--- config.mk ---
export PLATFORM = sky130hd
export DESIGN_NAME = spi_frame_capture
export DESIGN_NICKNAME = d
export VERILOG_FILES = /design/src/rtl/spi_frame_capture.sv
export SDC_FILE = /design/constraint.sdc
export NUM_CORES = 1
export LEC_CHECK = 0
export ABC_CLOCK_PERIOD_IN_PS = 2800
export CAP_MARGIN = 20
export CORE_MARGIN = 2
export CORE_UTILIZATION = 35
export DETAILED_ROUTE_END_ITERATION = 6
export GPL_TIMING_DRIVEN = 0
export SYNTH_ARGS = -nofsm -noshare
export SYNTH_HDL_FRONTEND = slang
export SYNTH_SLANG_ARGS = --single-unit
--- constraint.sdc ---
create_clock -name clk -period 2.8 [get_ports clk]
set_clock_uncertainty 0.1 [all_clocks]
set_input_delay 0.42 -clock clk [delete_from_list [all_inputs] [get_ports clk]]
set_output_delay 0.42 -clock clk [all_outputs]
set_load 0.01 [all_outputs]
--- src/rtl/spi_frame_capture.sv ---
// Deserializes MSB-first words from the delayed SPI bus into a small valid/ready FIFO,
// counting frames and flagging short frames and overflow. Optional macro: SPI_CAP_TIMEOUT_EN.
module spi_frame_capture #(
    parameter int   W       = 8,
    parameter int   DEPTH   = 4,
    parameter logic CS_ACT  = 1'b1,
    parameter int   TIMEOUT = 1024
) (
    input  logic         clk,
    input  logic         rst,
    input  logic         sclk,
    input  logic         cs,
    input  logic         miso,
    input  logic         cs_en,
    output logic [W-1:0] m_data,
    output logic         m_valid,
    input  logic         m_ready,
    output logic [15:0]  frame_cnt,
    output logic         short_err,
    output logic         ovf,
    output logic         to_err
);

    localparam int BW = $clog2(W);
    localparam int PW = $clog2(DEPTH);
    localparam logic [BW-1:0] LAST_BIT = BW'(W - 1);
    localparam logic [PW:0]   FULL_CNT = (PW + 1)'(DEPTH);

    logic          sclk_r, sclk_r2, cs_r, miso_r, act_prev;
    logic          rise, act, start, frame_end;
    logic [BW-1:0] bit_cnt, cnt_base;
    logic [W-2:0]  shreg;
    logic [W-1:0]  shifted;
    logic          word_push;
    logic          idle_hit;

    logic [W-1:0]  mem [DEPTH];
    logic [PW-1:0] wr_ptr, rd_ptr;
    logic [PW:0]   count;
    logic [W-1:0]  last_q;
    logic          pop, full, push_ok;

    assign rise      = sclk_r & ~sclk_r2;
    assign act       = (cs_r == CS_ACT) & cs_en;
    assign start     = act & ~act_prev;
    assign frame_end = ~act & act_prev;

    // A word that starts on the same cycle as a frame must count from zero.
    assign cnt_base  = start ? '0 : bit_cnt;
    assign shifted   = {shreg, miso_r};
    // rise & act can never coincide with frame_end, so an ending frame never shifts.
    assign word_push = rise & act & (cnt_base == LAST_BIT);

    always_ff @(posedge clk) begin
        if (rst) begin
            sclk_r    <= 1'b0;
            sclk_r2   <= 1'b0;
            cs_r      <= ~CS_ACT;
            miso_r    <= 1'b0;
            act_prev  <= 1'b0;
            bit_cnt   <= '0;
            shreg     <= '0;
            frame_cnt <= '0;
            short_err <= 1'b0;
        end else begin
            // NOTE: sequential state uses non-blocking assignments so every register samples pre-edge values.
            sclk_r   <= sclk;
            sclk_r2  <= sclk_r;
            cs_r     <= cs;
            miso_r   <= miso;
            act_prev <= act;
            if (frame_end) begin
                if (bit_cnt != '0) short_err <= 1'b1;
                bit_cnt <= '0;
            end else begin
                if (start) frame_cnt <= frame_cnt + 16'd1;
                if (rise && act) begin
                    shreg   <= shifted[W-2:0];
                    bit_cnt <= (cnt_base == LAST_BIT) ? '0 : cnt_base + 1'b1;
                end else if (start) begin
                    bit_cnt <= '0;
                end else if (idle_hit) begin
                    bit_cnt <= '0;
                end
            end
        end
    end

`ifdef SPI_CAP_TIMEOUT_EN
    localparam int IW = $clog2(TIMEOUT + 1);
    logic [IW-1:0] idle_cnt;
    logic          to_err_q;

    assign idle_hit = act & ~rise & ~start & (bit_cnt != '0) & (idle_cnt == IW'(TIMEOUT));
    assign to_err   = to_err_q;

    always_ff @(posedge clk) begin
        if (rst) begin
            idle_cnt <= '0;
            to_err_q <= 1'b0;
        end else if (rise || start) begin
            idle_cnt <= '0;
        end else if (idle_hit) begin
            idle_cnt <= '0;
            to_err_q <= 1'b1;
        end else if (act && bit_cnt != '0) begin
            idle_cnt <= idle_cnt + 1'b1;
        end
    end
`else
    assign idle_hit = 1'b0;
    assign to_err   = 1'b0;
`endif

    assign m_valid = (count != '0);
    assign full    = (count == FULL_CNT);
    assign pop     = m_valid & m_ready;
    assign push_ok = word_push & (~full | pop);
    // Once drained, keep presenting the last word handed out rather than a stale slot.
    assign m_data  = m_valid ? mem[rd_ptr] : last_q;

    // NOTE: the storage array has no reset; occupancy and last_q define what is visible.
    always_ff @(posedge clk) begin
        if (push_ok) mem[wr_ptr] <= shifted;
    end

    always_ff @(posedge clk) begin
        if (rst) begin
            wr_ptr <= '0;
            rd_ptr <= '0;
            count  <= '0;
            last_q <= '0;
            ovf    <= 1'b0;
        end else begin
            if (push_ok) wr_ptr <= wr_ptr + 1'b1;
            if (pop) begin
                rd_ptr <= rd_ptr + 1'b1;
                last_q <= mem[rd_ptr];
            end
            if (word_push && full && !pop) ovf <= 1'b1;
            case ({push_ok, pop})
                2'b10:   count <= count + 1'b1;
                2'b01:   count <= count - 1'b1;
                default: count <= count;
            endcase
        end
    end

endmodule
The metal 1 layer:
Bar = 20 um.
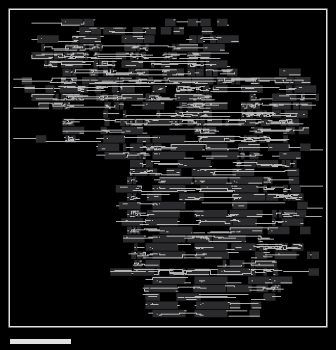
- nets with wire on the layer: 336
- share of all routed wire: 48%
- longest straight run: 38.6 um
vias post-DR: 2370
total wire length: 6740 um
GRT met1 Usage: 18.4%

Signal wires on met2:
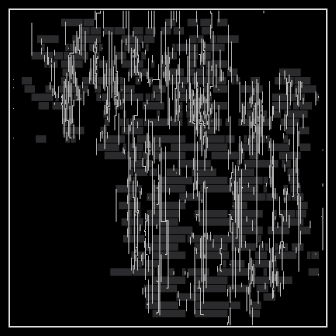
- wire length on this layer: 3170 um
- main direction: vertical
- longest straight run: 55.1 um
grt met2 use: 20.7%

==> run summary <==
R2R Setup Slk - 0.23 ns
worst hold-check path type - flop to flop
HP Start - last_q[5]
PortBufs - 32
antenna viol nets, final - 0
Via density - 4.88
Setup crit start kind - flop
row cnt - 36
fraction of registers with async set/reset - 0%
Worst Max-Slew Pin Slew - 0.640 ns
post-synthesis sequential area ratio - 56.8%
status - finished clean
Late-Pin Clk Latency - 0.36 ns
Max Freq - 372 MHz
die boundary width - 103 um
delay-heaviest family, CP - multiplexers
Die H - 103 um
met1 wire length - 3230 um
tool warnings - 29
largest net degree at the start of global routing - 14
GPL Wtd Cong - 0.733
initial antenna violation count - 0
first-pass GRT wire length - 10900 um
The metal 3 layer:
Bar = 20 um.
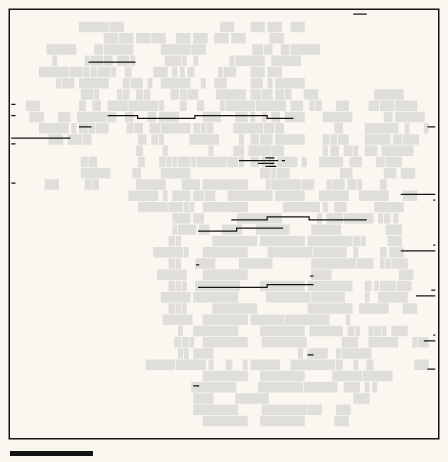
- longest straight run: 17.5 um
- wire length on this layer: 211 um
- nets with wire on the layer: 23
GRT met3 Usage: 3.16%

Yosys cell counts (3+ instances only):
master | instances | area share (%)
or3_1 | 5 | 0.91
buf_2 | 3 | 0.43
nor2b_1 | 11 | 2.0
and2_1 | 4 | 0.72
a21o_1 | 3 | 0.65
nand3_1 | 8 | 1.2
clkbuf_1 | 7 | 0.76
xnor2_1 | 6 | 1.5
nand4b_1 | 3 | 0.76
nor2_1 | 22 | 2.4
a21oi_1 | 20 | 2.9
mux2_2 | 9 | 2.9
nor3_1 | 4 | 0.58
a31oi_1 | 3 | 0.54
nand4_1 | 6 | 1.1
dfxtp_1 | 50 | 29
mux4_2 | 8 | 5.2
o21ai_0 | 6 | 0.87
nand2_1 | 42 | 4.6
ha_1 | 7 | 2.5
edfxtp_1 | 32 | 28
xor2_1 | 6 | 1.5
inv_1 | 5 | 0.54
repair_timing:
| item | in CTS | in global routing |
|---|---|---|
| endpoints found under the setup margin | 41 | 41 |
| pin swaps | 0 | 1 |
| gates resized | 7 | 6 |
| buffers inserted | 3 | 2 |
| gates cloned | 0 | 0 |
per-stage QoR:
stage / hold slack [ns] / power (mW)
4_1_cts: 0.356 / 2.15
3_3_place_gp: 0.339 / 1.31
3_5_place_dp: 0.344 / 1.31
5_1_grt: 0.386 / 2.20
6_report: 0.354 / 2.13
2_1_floorplan: 0.334 / 1.29
cell usage in the layout (no fill, tap or decap), types with 2 or more instances in the layout:
cell type / count
mux4_2: 8
clkinv_2: 3
buf_4: 6
buf_2: 2
o21ai_0: 6
and2_2: 4
buf_1: 2
clkdlybuf4s50_1: 32
nor2b_1: 10
nor2_1: 22
a221oi_1: 2
a31oi_1: 3
and4b_1: 2
nand3_1: 8
nand4_1: 6
nor3_1: 4
a21o_1: 3
or3_1: 5
mux2_2: 9
dfxtp_1: 50
edfxtp_1: 32
ha_1: 5
mux2i_1: 2
clkbuf_1: 6
clkbuf_8: 10
a21oi_1: 20
xor2_1: 6
buf_6: 3
xnor2_1: 6
nand2_1: 42
inv_1: 5
and4_1: 2
nand4b_1: 3
layer usage:
layer  global-route usage (%)  vias to the layer above
li1                         -                     1172
met1                     18.4                     1148
met2                     20.7                       38
met3                     3.16                       12
met4                     6.38                        0
met5                        0                        -
sequential cells by signal (all words and copies together) (netlist names), named ones only:
name / flops
mem: 32
frame_cnt: 16
last_q: 8
shreg: 7
bit_cnt: 3
count: 3
rd_ptr: 2
wr_ptr: 2
act_prev: 1
cs_r: 1
miso_r: 1
ovf: 1
sclk_r: 1
sclk_r2: 1
short_err: 1
power by group through the flow:
| stage | Clock (mW) | Combinational (mW) | Sequential (mW) |
|---|---|---|---|
| finish | 0.839 | 0.0468 | 1.24 |
| detailed placement | 0 | 0.0452 | 1.27 |
| CTS | 0.862 | 0.0450 | 1.24 |
| global route | 0.906 | 0.0517 | 1.24 |
| floorplan | 0 | 0.0238 | 1.27 |
| global placement | 0 | 0.0448 | 1.27 |
layout make-up:
type	count	area [sq um]	area share [%]
clock buffers	11	141	3.36
clock inverters	5	53.8	1.28
inverters	5	18.8	0.446
flip-flops and latches	82	1960	46.6
multi-input cells	199	1420	33.8
repair buffers	37	358	8.51
plain buffers	14	82.6	1.96
well taps	133	166	3.96
No activity file was given, so power comes from the tool's default toggle rates.
